**Port wiring**

Drawn at 3 px/um.
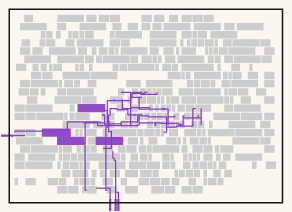
**Placed standard cells**

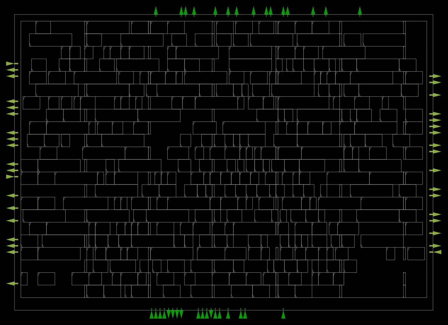
==> config.mk <==
export PLATFORM = sky130hd
export DESIGN_NAME = multicycle_ctrl_flat
export DESIGN_NICKNAME = d
export VERILOG_FILES = /design/src/rtl/multicycle_ctrl_if.sv /design/src/rtl/multicycle_ctrl.sv /design/src/flat_wrapper.sv
export SDC_FILE = /design/constraint.sdc
export NUM_CORES = 1
export LEC_CHECK = 0
export CAP_MARGIN = 20
export CORE_ASPECT_RATIO = 0.7
export CORE_UTILIZATION = 49
export DETAILED_ROUTE_END_ITERATION = 16
export PLACE_DENSITY = 0.8
export SETUP_SLACK_MARGIN = 0.2
export SYNTH_ARGS = -nofsm -noshare
export SYNTH_HDL_FRONTEND = slang
export SYNTH_SLANG_ARGS = --single-unit
==> constraint.sdc <==
create_clock -name clk -period 2.6 [get_ports clk]
set_input_delay 0.52 -clock clk [delete_from_list [all_inputs] [get_ports clk]]
set_output_delay 0.52 -clock clk [all_outputs]
set_load 0.01 [all_outputs]
==> datasheet_impl.txt <==
Table: implementation figures

Parameter                              Value

Routing
  Antenna Nets Post-Route    0

Floorplanning
  Core region area    about 5300 sq um
  Die Width    just over 90 um

Final timing
  Worst hold slack across all endpoints    about 200 ps
  Fin worst setup slack    approximately 320 ps
  Min Clock Period, post-route    between 2000 and 2500 ps
  Final tally of max-slew violations    0
  Hold Vio Cnt, Final    0
  Setup Viol. Count Final    0

Clock network
  Clock net sink count    around 53
  Insertion delay of the later-clocked pin in the worst-skew pair    about 300 ps

Final layout
  Final instance count without filler cells    ~440
  Proportion of layout cells with a drive suffix above 1    0.121
  Cell area after layout    around 3700 sq um

Global routing
  First-pass GRT wire length    around 11000 um
  Number of global-route vias before repair    roughly 2200

Status
  Result of the run    finished clean

Synth
  Seq cells post-synth    53
  Most used flip-flop cell after synthesis    dfrtp_1

Setup path
  Largest fanout of any net on the critical path    5
  CP endpoint kind    flop

Pwr
  Reg power frac    0.343
  Power per Cell Area    roughly 900 nW/um^2
  Net switching fraction of the power    0.371

Hold path
  Worst min-delay path class    in -> async
Back to the opening pictures, 'port wiring':
- purple: bus_state (bits 4; direction output; end cells 4; buffers 4; wire 344 um)
number of buffer cells added on primary ports: 67
I/O pins: 69

Back to the opening pictures, 'placed standard cells':
registers: 53
Finished Core Util: 0.711

layout by cell type (no fill, tap or decap), types with 2 or more instances in the layout:
cell             count
a21oi_1              4
o21bai_1             2
a32oi_1              2
clkdlybuf4s50_1     61
o22ai_1              5
and3_1              10
a41o_1               2
buf_4               23
nor2b_1              6
nand3_1             20
clkbuf_8             6
or3_1                3
dlymetal6s2s_1       4
inv_1                8
nor4b_2              2
nand4_1              7
dfrtp_1             52
nor3_1               4
xor2_1               8
nor3b_2              2
nor2_1              18
and4_1               2
o21ai_0             13
xnor2_1             27
nand2_1             31
nand2b_1            11
timing repair:
item	CTS	global route
buffers inserted	1	0
endpoints found under the setup margin	3	18
gates resized	2	8
pin swaps	2	7
cell type report:
type	count	area [sq um]
fillers	389	1520
well taps	72	90.1
multi-input cells	202	1300
inverters	9	36.3
repair buffers	91	867
clock buffers	7	86.3
clock inverters	1	30.0
flip-flops and latches	53	1330
layer usage:
| layer | wire [um] | GRT usage | up-vias |
|---|---|---|---|
| met5 | 0 | 0 | - |
| met3 | 592 | 0.0631 | 4 |
| li1 | - | - | 1133 |
| met1 | 3100 | 0.372 | 1123 |
| met2 | 2580 | 0.328 | 119 |
| met4 | 25 | 0.0181 | 0 |
cell families after synthesis:
logic type | after synthesis | synth area share
AND/OR/NAND/NOR | 124 | 0.245
adder cells (fa/ha/maj) | 1 | 0.00465
XOR/XNOR | 35 | 0.114
AND-OR/OR-AND | 40 | 0.107
other | 1 | 0.00139
flip-flops | 53 | 0.493
buffers and inverters | 21 | 0.0316
multiplexers | 1 | 0.00372
worst max-delay path: cells and delay by family:
kind / cells / cell delay [ps]
buffers and inverters: 2 / 510
AOI/OAI and AO/OA: 3 / 760
and+or+nand+nor: 3 / 690
power groups by stage:
| stage | Combinational (mW) | Sequential (mW) | Clock, mW |
|---|---|---|---|
| after floorplan | 0.831 | 1.20 | 0 |
| after global placement | 1.59 | 1.18 | 0 |
| after detailed placement | 1.60 | 1.18 | 0 |
| after CTS | 1.63 | 1.16 | 0.578 |
| after global routing | 1.82 | 1.20 | 0.621 |
| final | 1.67 | 1.17 | 0.574 |
Power is estimated from default activity; no workload was simulated.
